Fig. 1: run 1, gate-type map
(3 px per um)
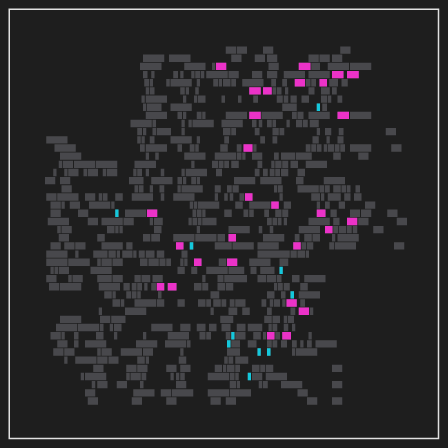
Fig. 2: run 1, the metal 3 layer
(2 px per um)
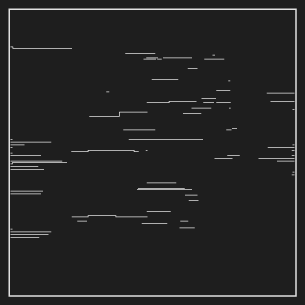
Fig. 3: run 1, signal wires on met2
(2 px per um) Cells faint in the background.
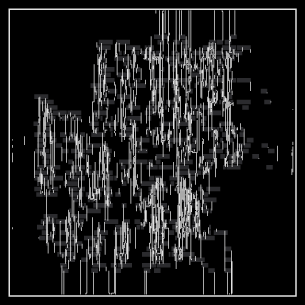
**src/rtl/qspi_target.sv**
```systemverilog
// Quad-SPI memory target: SPI/quad command, 6-nibble address, nibble write/read bursts; first read nibble READ_WAIT clocks after the address.
// No backpressure (the host owns the clock); QSPI_TARGET_WRAP_EN makes bursts wrap inside an aligned LINE_LENGTH window.
module qspi_target #(
   parameter int PA          = 24,
   parameter int READ_WAIT   = 7,
   parameter int LINE_LENGTH = 4
) (
   input  logic          clk,
   input  logic          reset_n,
   input  logic          cs_n,
   input  logic [3:0]    sio_in,
   output logic [3:0]    sio_out,
   output logic [3:0]    sio_oe,
   output logic [PA-1:0] mem_addr,
   output logic [7:0]    mem_wdata,
   output logic          mem_we,
   output logic          mem_re,
   input  logic [7:0]    mem_rdata
);

   typedef enum logic [2:0] {
      IDLE   = 3'd0,
      CMD    = 3'd1,
      ADDR   = 3'd2,
      WDATA  = 3'd3,
      WAIT   = 3'd4,
      RDATA  = 3'd5,
      IGNORE = 3'd6
   } state_t;

   localparam logic [PA-1:0] ADDR_ONE = PA'(1);

   state_t        state_q;
   logic          quad_q;
   logic          powered_q;
   logic          is_read_q;
   logic          half_q;
   logic [3:0]    cnt_q;
   logic [7:0]    cmd_q;
   logic [19:0]   addr_sh_q;
   logic [3:0]    wnib_q;
   logic [7:0]    rbuf_q;
   logic [3:0]    sio_out_q;
   logic [3:0]    sio_oe_q;
   logic [PA-1:0] mem_addr_q;
   logic [7:0]    mem_wdata_q;
   logic          mem_we_q;
   logic          mem_re_q;

   logic [7:0]    cmd_d;
   logic          cmd_done_d;
   logic [23:0]   addr_d;
   logic [PA-1:0] addr_inc_d;
   logic [7:0]    rd_byte_d;

   assign cmd_d      = quad_q ? {cmd_q[3:0], sio_in} : {cmd_q[6:0], sio_in[0]};
   assign cmd_done_d = quad_q ? (cnt_q == 4'd1) : (cnt_q == 4'd7);
   assign addr_d     = {addr_sh_q, sio_in};

`ifdef QSPI_TARGET_WRAP_EN
   localparam logic [PA-1:0] WRAP_MASK = PA'(LINE_LENGTH - 1);
   assign addr_inc_d = (mem_addr_q & ~WRAP_MASK) | ((mem_addr_q + ADDR_ONE) & WRAP_MASK);
`else
   assign addr_inc_d = mem_addr_q + ADDR_ONE;
`endif

   // With the minimum wait the first byte goes straight from the bus to the pins.
   assign rd_byte_d = (READ_WAIT == 2) ? mem_rdata : rbuf_q;

   always_ff @(posedge clk) begin
      if (!reset_n) begin
         state_q     <= IDLE;
         quad_q      <= 1'b0;
         powered_q   <= 1'b0;
         is_read_q   <= 1'b0;
         half_q      <= 1'b0;
         cnt_q       <= 4'd0;
         cmd_q       <= 8'h00;
         addr_sh_q   <= 20'h0;
         wnib_q      <= 4'h0;
         rbuf_q      <= 8'h00;
         sio_out_q   <= 4'h0;
         sio_oe_q    <= 4'h0;
         mem_addr_q  <= '0;
         mem_wdata_q <= 8'h00;
         mem_we_q    <= 1'b0;
         mem_re_q    <= 1'b0;
      end else begin
         mem_we_q <= 1'b0;
         mem_re_q <= 1'b0;
         if (cs_n) begin
            state_q  <= IDLE;
            sio_oe_q <= 4'h0;
         end else begin
            case (state_q)
               IDLE: begin
                  cmd_q   <= cmd_d;
                  cnt_q   <= 4'd1;
                  state_q <= CMD;
               end
               CMD: begin
                  cmd_q <= cmd_d;
                  cnt_q <= cnt_q + 4'd1;
                  if (cmd_done_d) begin
                     cnt_q   <= 4'd0;
                     state_q <= IGNORE;
                     if (cmd_d == 8'hAB) begin
                        powered_q <= 1'b1;
                     end else if (powered_q) begin
                        case (cmd_d)
                           8'h35: quad_q <= 1'b1;
                           8'hF5: quad_q <= 1'b0;
                           8'h38, 8'hEB: begin
                              is_read_q <= (cmd_d == 8'hEB);
                              state_q   <= ADDR;
                           end
                           default: ;
                        endcase
                     end
                  end
               end
               ADDR: begin
                  addr_sh_q <= addr_d[19:0];
                  cnt_q     <= cnt_q + 4'd1;
                  if (cnt_q == 4'd5) begin
                     mem_addr_q <= addr_d[PA-1:0];
                     cnt_q      <= 4'd1;
                     half_q     <= 1'b0;
                     state_q    <= is_read_q ? WAIT : WDATA;
                  end
               end
               WDATA: begin
                  half_q <= ~half_q;
                  if (!half_q) begin
                     wnib_q <= sio_in;
                     // Advance only after the previous byte's strobe has been seen.
                     if (mem_we_q) mem_addr_q <= addr_inc_d;
                  end else begin
                     mem_wdata_q <= {wnib_q, sio_in};
                     mem_we_q    <= 1'b1;
                  end
               end
               WAIT: begin
                  cnt_q <= cnt_q + 4'd1;
                  if (cnt_q == 4'd1) mem_re_q <= 1'b1;
                  if (cnt_q == 4'd2) rbuf_q <= mem_rdata;
                  if (cnt_q == 4'(READ_WAIT)) begin
                     sio_out_q <= rd_byte_d[7:4];
                     rbuf_q    <= rd_byte_d;
                     sio_oe_q  <= 4'hF;
                     half_q    <= 1'b1;
                     state_q   <= RDATA;
                  end
               end
               RDATA: begin
                  half_q <= ~half_q;
                  if (half_q) begin
                     // Fetch the next byte while the low nibble is on the pins.
                     sio_out_q  <= rbuf_q[3:0];
                     mem_addr_q <= addr_inc_d;
                     mem_re_q   <= 1'b1;
                  end else begin
                     sio_out_q <= mem_rdata[7:4];
                     rbuf_q    <= mem_rdata;
                  end
               end
               IGNORE: ;
               default: state_q <= IDLE;
            endcase
         end
      end
   end

   assign sio_out   = sio_out_q;
   assign sio_oe    = sio_oe_q;
   assign mem_addr  = mem_addr_q;
   assign mem_wdata = mem_wdata_q;
   assign mem_we    = mem_we_q;
   assign mem_re    = mem_re_q;

endmodule

```
**config.mk**
```make
export PLATFORM = sky130hd
export DESIGN_NAME = qspi_target
export DESIGN_NICKNAME = d
export VERILOG_FILES = /design/src/rtl/qspi_target.sv
export SDC_FILE = /design/constraint.sdc
export NUM_CORES = 1
export LEC_CHECK = 0
export ABC_AREA = 0
export CAP_MARGIN = 20
export CORE_MARGIN = 10
export CORE_UTILIZATION = 30
export CTS_BUF_LIST = sky130_fd_sc_hd__clkbuf_8
export DETAILED_ROUTE_END_ITERATION = 10
export PLACE_DENSITY = 0.49
export SYNTH_ARGS = -nofsm -noshare
export SYNTH_HDL_FRONTEND = slang
export SYNTH_SLANG_ARGS = --single-unit
```
**constraint.sdc**
```tcl
create_clock -name clk -period 2.6 [get_ports clk]
set_clock_uncertainty 0.15 [all_clocks]
set_input_delay 0.26 -clock clk [delete_from_list [all_inputs] [get_ports clk]]
set_output_delay 0.26 -clock clk [all_outputs]
set_load 0.01 [all_outputs]
```
==> Implementation_results.wiki, run 1 <==
=== Synthesis and place and route ===
{| class="wikitable"
! Metric !! Value
|-
| Origin of the critical flop-to-flop path || mem_addr[3]
|-
| Overall track demand over capacity in global routing || 12.7%
|-
| Final net count || between 600 and 700
|-
| Storage cell area || 1780 um2
|-
| Pre-placement core utilization || a little under a third
|-
| Internal Pwr Total || 1.92 mW
|-
| Final hold viol count || 0
|-
| Total die size || 20300 um2
|-
| Registers || 89
|-
| Number of antenna cells inserted || 0
|-
| Root buffer cell || clkbuf_8
|-
| Multi-input combinational gate total || 414
|-
| Data arrival time of the critical path || between 2 and 2.5 ns
|-
| Clk_buf instances || 11
|-
| Clock tree from TritonCTS || yes
|-
| Kind of path behind the tightest hold check || flip-flop to flip-flop
|-
| Port-buffer cells || 56
|-
| MaxCap Viol Count || 0
|-
| Worst setup slack after placement || 0.265 ns
|-
| Count of flip-flops with a built-in enable after synthesis || 0
|-
| Register area share after synthesis || 39.5%
|-
| Dominant synthesized flop cell || dfxtp_1
|-
| Worst setup EP type || flip-flop
|-
| Top-area cell type share of the netlist area || slightly below 40%
|-
| Inverter count of the layout excluding clock inverters || 10
|-
| Post-synthesis sequential element count || between 80 and 90
|-
| Combinational share of power || 4.9%
|-
| Synth top cell by count || dfxtp_1
|-
| Die outline height || 143 um
|-
| Flop pwr share || a little under three fifths
|-
| Power spent charging and discharging nets || 595 uW
|-
| Async SR Flop Fraction || 0%
|-
| Fraction of layout cells with a size suffix above 1 || around 8.1%
|-
| Number of vias per cell || around 5.3
|-
| Status || complete, no violations
|-
| Worst path slowest cell || or4_1
|-
| Final instance area || 5490 um2
|-
| Non-clock buffer count || between 70 and 80
|-
| Top post-synthesis cells by area || dfxtp_1 40%, mux2i_1 6.7%, a21oi_1 6.2%, nor2_1 6.2%, nand2_1 5.2%
|-
| Worst R2R End || mem_addr[23]
|-
| Period utilisation layout || between 80% and 90%
|-
| Average cell area after synthesis || 8.03 um2
|-
| Cell count in the Yosys report || 561
|-
| Routability cong. || around 0.8
|-
| Critical path data required time || roughly 2.7 ns
|-
| Clk network pwr share || 39.9%
|-
| Hold Slack || 0.311 ns
|-
| Taps Inserted || 184
|-
| Quantity of gates resized following cts || 0
|-
| Final min period || 2.32 ns
|-
| Total power consumption of the routed design || 2.51 mW
|-
| RSZ-0062 raised after global routing || false
|-
| Reg2Reg Setup Slack || 0.28 ns
|-
| Antenna violations before repair || 0
|-
| Sequential portion of the cell area || 32.5%
|-
| Sw Ratio || 23.7%
|-
| Clock H-tree levels || 3
|-
| Library cell with the largest summed area after synthesis || dfxtp_1
|-
| Tally of OpenROAD warnings || 28
|-
| Hold depth || 2
|-
| Horizontal extent of the die || 143 um
|-
| Count of placed standard cells including taps || 774
|-
| Via count of the first global-routing pass || 3869
|-
| Leak pwr || 1.88 nW
|-
| Net count after synthesis || 580
|-
| Ordered cell list for the critical path || nand4_1, or4_1, nor3_1, a311o_1, a21oi_1
|-
| First-iteration detailed-routing DRC count || 315
|-
| Actual slew at the worst max-slew pin || 0.641 ns
|-
| Slew Viols, Final || 0
|-
| Portion of the layout cell area used by non-clock buffers || between 10% and 20%
|-
| Area of the core region || 14600 um2
|-
| Post-detailed-route count of antenna-violating nets || 0
|-
| Clk tree area frac || 3.76%
|-
| Mapped Cells || 561
|-
| Clock sink count || 89
|-
| Cell area after technology mapping || about 4500 um2
|-
| Maximum clock insertion buffer count || 2
|-
| End-of-flow core utilization || 37.5%
|-
| Setup Buffers After CTS || 0
|-
| Final routed wire length divided by cell count || 16.2 um
|-
| Area overhead of the layout relative to synthesis || 21.8%
|-
| Post-cts hold-fix buffer tally || 0
|-
| Crit path launch type || flip-flop
|-
| Row cnt || 44
|-
| Top achievable clock speed || between 400 and 500 MHz
|-
| Wire length of the first global-routing pass || 20900 um
|-
| Post-synthesis cell type count || 68
|-
| Critical-path maximum fanout || 10
|-
| Cells on worst reg2reg path || 5
|-
| Number of detailed-routing iterations run before antenna repair || 5
|-
| Pin count of the biggest net entering global routing || 43
|-
| Post-route DRC || 0
|-
| Area of the synthesized netlist per yosys stat || 4510 um2
|-
| Setup TNS after final layout || 0 ns
|-
| Total power divided by cell area || 457 nW/um2
|-
| Most instantiated cells after synthesis || 89 x dfxtp_1, 74 x nor2_1, 62 x nand2_1
|-
| Final setup violating endpoints || 0
|-
| HP Start || addr_sh_q[19]
|-
| Worst-path clk slew || around 0.090 ns
|-
| Post-layout worst setup margin || approximately 0.28 ns
|-
| Remaining Overflow, GRT || 0
|-
| Peak supply drop || 0.000226 V
|}
Back to the opening pictures, Fig. 1:
- cyan: inverters (cells 10)
- magenta: AND-OR and OR-AND gates (cells 28)
most common library cell in the layout ignoring fill and taps: dfxtp_1
share of cell area taken by multi-input logic gates: 45.1%
tally of non-filler cells in the final layout: 790

Back to the opening pictures, Fig. 2:
- main direction: horizontal
- share of all routed wire: 5.8%
GR Util met3: 3.70%
drt total wl: 12800 um
total via count in the routed design: 4204

Back to the opening pictures, Fig. 3:
- main direction: vertical
- share of all routed wire: 43%
- longest straight run: 51.7 um
- wire length on this layer: 5450 um
- nets with wire on the layer: 493
global-route met2 utilization: 17.8%

[run 1: power by group through the flow]
stage	Clock, mW	Combinational, mW	Sequential [mW]
6_report	1.00	0.123	1.39
5_1_grt	1.09	0.136	1.39
4_1_cts	1.04	0.124	1.39
3_5_place_dp	0	0.123	1.42
3_3_place_gp	0	0.123	1.42
2_1_floorplan	0	0.0753	1.41
[run 1: sequential cells by signal, indices dropped and copies added, names as in the netlist]
name	count
addr_sh_q	20
cmd_q	7
cnt_q	4
half_q	1
is_read_q	1
mem_addr	24
mem_re	1
mem_wdata	8
mem_we	1
powered_q	1
quad_q	1
rbuf_q	8
sio_oe	1
sio_out	4
state_q	3
wnib_q	4
[run 1: routing by layer]
metal  vias up  track usage (%)  wire length (um)  share of wire (%)
met4         0             3.58               134                1.0
li1       2107                -                 -                  -
met1      1987             18.3              6440                 50
met5         -                0                 0                  0
met2        97             17.8              5450                 43
met3        13             3.70               746                5.8
[run 1: worst max path at each step]
| stage | to | slack (ns) | cells past startpoint |
|---|---|---|---|
| final | mem_addr[23] | 0.28 | 5 |
| after global routing | mem_addr[23] | 0.16 | 5 |
| after CTS | mem_addr[23] | 0.30 | 5 |
| after detailed placement | mem_addr[0] | 0.27 | 7 |
| after global placement | mem_addr[0] | 0.29 | 7 |
| after floorplan | mem_addr[20] | 0.46 | 7 |
[run 1: logic make-up (layout without fill, tap and decap cells)]
group           after synthesis  in the layout  share of synthesized area (%)
simple gates                227            227                           24.7
mux                          30             30                           6.66
buf+inv                      58            103                           5.61
compound gates              152            152                           22.2
fa+ha+maj                     4              4                           1.11
flops                        89             89                           39.5
xor+xnor                      1              1                          0.194
[run 1: critical path: cells and delay by family (launching register included)]
kind,cells,cell delay (ns)
AND-OR/OR-AND,2,0.29
AND/OR/NAND/NOR,3,1.36
flip-flops,1,0.42
Fig. 4: run 1, track usage over the die
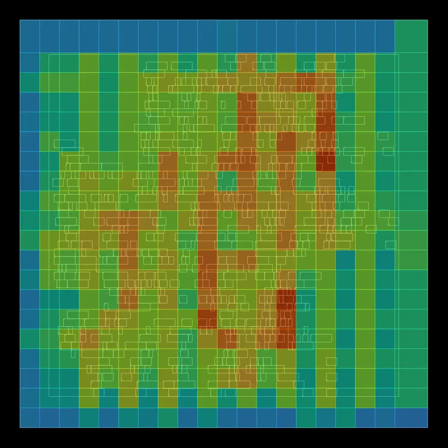

## Run 2: what changed since run 1
- CTS_CLUSTER_SIZE: default -> 12
- RECOVER_POWER: default -> 100
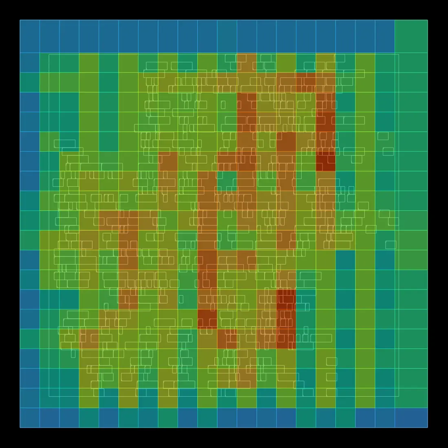
Fig. 5. Track usage over the die (run 2).
grt met1 use: 18.3%
overall track demand over capacity in global routing: 12.7%
end-of-flow core utilization: 37.2%

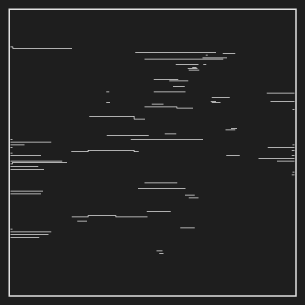
Fig. 6. The metal 3 layer (run 2).
(2 px per um)
- share of all routed wire: 6.1%
- nets with wire on the layer: 55
- longest straight run: 40.0 um
- main direction: horizontal
- wire length on this layer: 780 um
drt total wl: 12800 um
total via count in the routed design: 4202

==> Implementation_results.wiki, run 2 <==
=== Synthesis and place and route ===
{| class="wikitable"
! Metric !! Value
|-
| Final net count || 620
|-
| Dominant synthesized flop cell || dfxtp_1
|-
| Row cnt || 44
|-
| Die outline height || 143 um
|-
| Kind of path behind the tightest hold check || flip-flop to flip-flop
|-
| Clock buffer count from CTS || 9
|-
| Count of flip-flops with a built-in enable after synthesis || 0
|-
| Port-buffer cells || 56
|-
| Number of I/O pins || 57
|-
| Worst path slowest cell || or4_1
|-
| Total die size || between 20000 and 25000 um2
|-
| Worst path top cell family by delay || simple AND/OR/NAND/NOR gates
|-
| Post-route DRC || 0
|-
| Quantity of gates resized following cts || 0
|-
| Root buffer cell || clkbuf_8
|-
| Final instance area || 5440 um2
|-
| Power spent charging and discharging nets || 595 uW
|-
| Leak pwr || 2.00 nW
|-
| Post-detailed-route count of antenna-violating nets || 0
|-
| Worst relative slew slack || 36.7%
|-
| Number of vias per cell || 5.32
|-
| Top post-synthesis cells by area || dfxtp_1 40%, mux2i_1 6.7%, a21oi_1 6.2%, nor2_1 6.2%, nand2_1 5.2%
|-
| Library cell with the largest summed area after synthesis || dfxtp_1
|-
| Number of antenna cells inserted || 0
|-
| Tally of non-filler cells in the final layout || approximately 800
|-
| Worst setup EP type || flip-flop
|-
| Reg2Reg Setup Slack || 0.29 ns
|-
| Global-route met2 utilization || between 10% and 20%
|-
| Internal Pwr Total || 1.91 mW
|-
| Area overhead of the layout relative to synthesis || 20.8%
|-
| HPWL after DPL || 9280 um
|-
| Via count of the first global-routing pass || just under 4000
|-
| Fraction of layout cells with a size suffix above 1 || 6.44%
|-
| Setup Buffers After CTS || 0
|-
| Area of the core region || 14600 um2
|-
| Average cell area after synthesis || between 8 and 9 um2
|-
| Critical-path maximum fanout || 10
|-
| RSZ-0062 raised after global routing || false
|-
| Sw Ratio || 23.7%
|-
| Total power divided by cell area || between 400 and 500 nW/um2
|-
| Buffering stage count on the worst path with inverters included || 0
|-
| Count of warnings emitted by yosys || 0
|-
| Mapped Cells || 561
|-
| Register area share after synthesis || just under 40%
|-
| Hold Slack || 0.311 ns
|-
| Clock H-tree levels || 3
|-
| Status || complete, no violations
|-
| Most instantiated cells after synthesis || 89 x dfxtp_1, 74 x nor2_1, 62 x nand2_1
|-
| Routability cong. || ~0.8
|-
| Clock tree from TritonCTS || yes
|-
| Final setup violating endpoints || 0
|-
| MaxCap Viol Count || 0
|-
| Net count after synthesis || 580
|-
| Pin count of the biggest net entering global routing || roughly 43
|-
| Antenna violations before repair || 0
|-
| Top-area cell type share of the netlist area || 39.5%
|-
| Most frequently placed logic cells in the final layout || 89 x dfxtp_1, 74 x nor2_1, 62 x nand2_1
|-
| Max FFs per register || 24
|-
| Peak per-stage delay on the critical path || 0.74 ns
|-
| Combinational share of power || 4.8%
|-
| Final routed wire length divided by cell count || 16.2 um
|-
| Peak supply drop || about 0.00023 V
|-
| Tally of OpenROAD warnings || 28
|-
| Synth top cell by count || dfxtp_1
|-
| Slew Viols, Final || 0
|-
| Post-DP Area || 5280 um2
|-
| Top achievable clock speed || 432 MHz
|-
| Startpoint-to-endpoint class of the critical path || flip-flop to flip-flop
|-
| Most common library cell in the layout ignoring fill and taps || dfxtp_1
|-
| Clk network pwr share || between 30 and 40%
|-
| Crit path launch type || flip-flop
|-
| GR Util met3 || around 3.7%
|-
| Post-cts hold-fix buffer tally || 0
|-
| Count of placed standard cells including taps || 774
|-
| Cell area after technology mapping || 4510 um2
|-
| Area of the synthesized netlist per yosys stat || 4510 um2
|-
| Pre-placement core utilization || 30.8%
|-
| Actual slew at the worst max-slew pin || roughly 0.94 ns
|-
| Final hold viol count || 0
|-
| Async SR Flop Fraction || 0%
|-
| Worst-path clk slew || 0.09 ns
|-
| Total power consumption of the routed design || about 2.5 mW
|-
| Critical path data required time || 2.72 ns
|-
| Data arrival time of the critical path || 2.43 ns
|-
| Cell count in the Yosys report || 561
|-
| Post-synthesis sequential element count || 89
|-
| Number of detailed-routing iterations run before antenna repair || 5
|-
| Ordered cell list for the critical path || nand4_1, or4_1, nor3_1, a311o_1, a21oi_1
|-
| Horizontal extent of the die || 143 um
|-
| Maximum clock insertion buffer count || 2
|-
| Remaining Overflow, GRT || 0
|-
| Final min period || between 2 and 2.5 ns
|-
| Wire length of the first global-routing pass || 20900 um
|-
| Post-synthesis cell type count || 68
|-
| Setup TNS after final layout || 0 ns
|-
| Clock sink count || a little under 90
|-
| Period utilisation layout || 89.0%
|-
| Global route hottest layer || met1
|-
| Flop pwr share || 55.2%
|-
| First-iteration detailed-routing DRC count || 306
|-
| Clock latency at the later pin of the worst-skew pair || 0.37 ns
|}
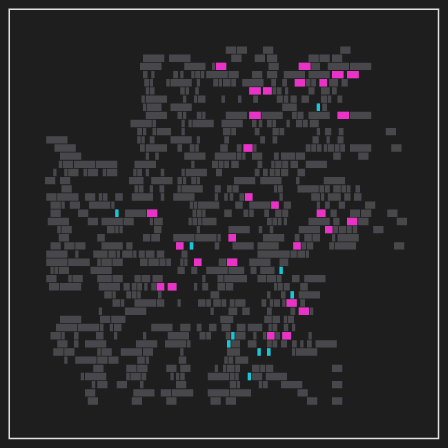
Fig. 7. Gate-type map (run 2).
(3 px per um)
- magenta: AND-OR and OR-AND gates (cells 28)
- cyan: inverters (cells 10)
share of cell area taken by multi-input logic gates: 45.1%

==> run 2: cells by family after synthesis <==
group                      after synthesis  synth area share (%)
and+or+nand+nor                        227                  24.7
AOI/OAI and AO/OA                      152                  22.2
DFF                                     89                  39.5
buffers and inverters                   58                  5.61
muxes                                   30                  6.66
adders and majority gates                4                  1.11
xor gates and xnor gates                 1                 0.194
==> run 2: final cells by class <==
cell class	instances	area [um2]
clock inverters	5	55.1
multi-input cells	414	2460
repair buffers	77	729
well taps	184	230
fillers	1572	9200
inverters	10	37.5
clock buffers	11	151
flip-flops and latches	89	1780
==> run 2: worst paths after layout <==
| kind | cells past startpoint | start | endpoint |
|---|---|---|---|
| worst max register to register | 5 | mem_addr[3] | mem_addr[23] |
| worst max-delay path | 5 | mem_addr[3] | mem_addr[23] |
| worst min-delay path | 2 | addr_sh_q[19] | addr_sh_q[19] |
| worst min register to register | 2 | addr_sh_q[19] | addr_sh_q[19] |
==> run 2: stage by stage <==
stage | worst slack, ns | utilization [%]
6_report | 0.286 | 37.2
5_1_grt | 0.134 | 37.2
4_1_cts | 0.305 | 37.5
3_5_place_dp | 0.265 | 36.1
3_3_place_gp | 0.291 | 36.1
2_1_floorplan | 0.460 | -
==> run 2: power by group through the flow <==
stage,Combinational (mW),Sequential [mW],Clock [mW]
after floorplan,0.0753,1.41,0
after global placement,0.123,1.42,0
after detailed placement,0.123,1.42,0
after CTS,0.124,1.39,1.04
after global routing,0.134,1.39,1.09
final,0.121,1.39,1.00
==> run 2: routing by layer <==
metal	up-vias	part of all wire [%]
met1	1987	50
li1	2103	-
met3	9	6.1
met5	-	0
met2	103	43
met4	0	0.61
Power and IR drop assume default switching activity.
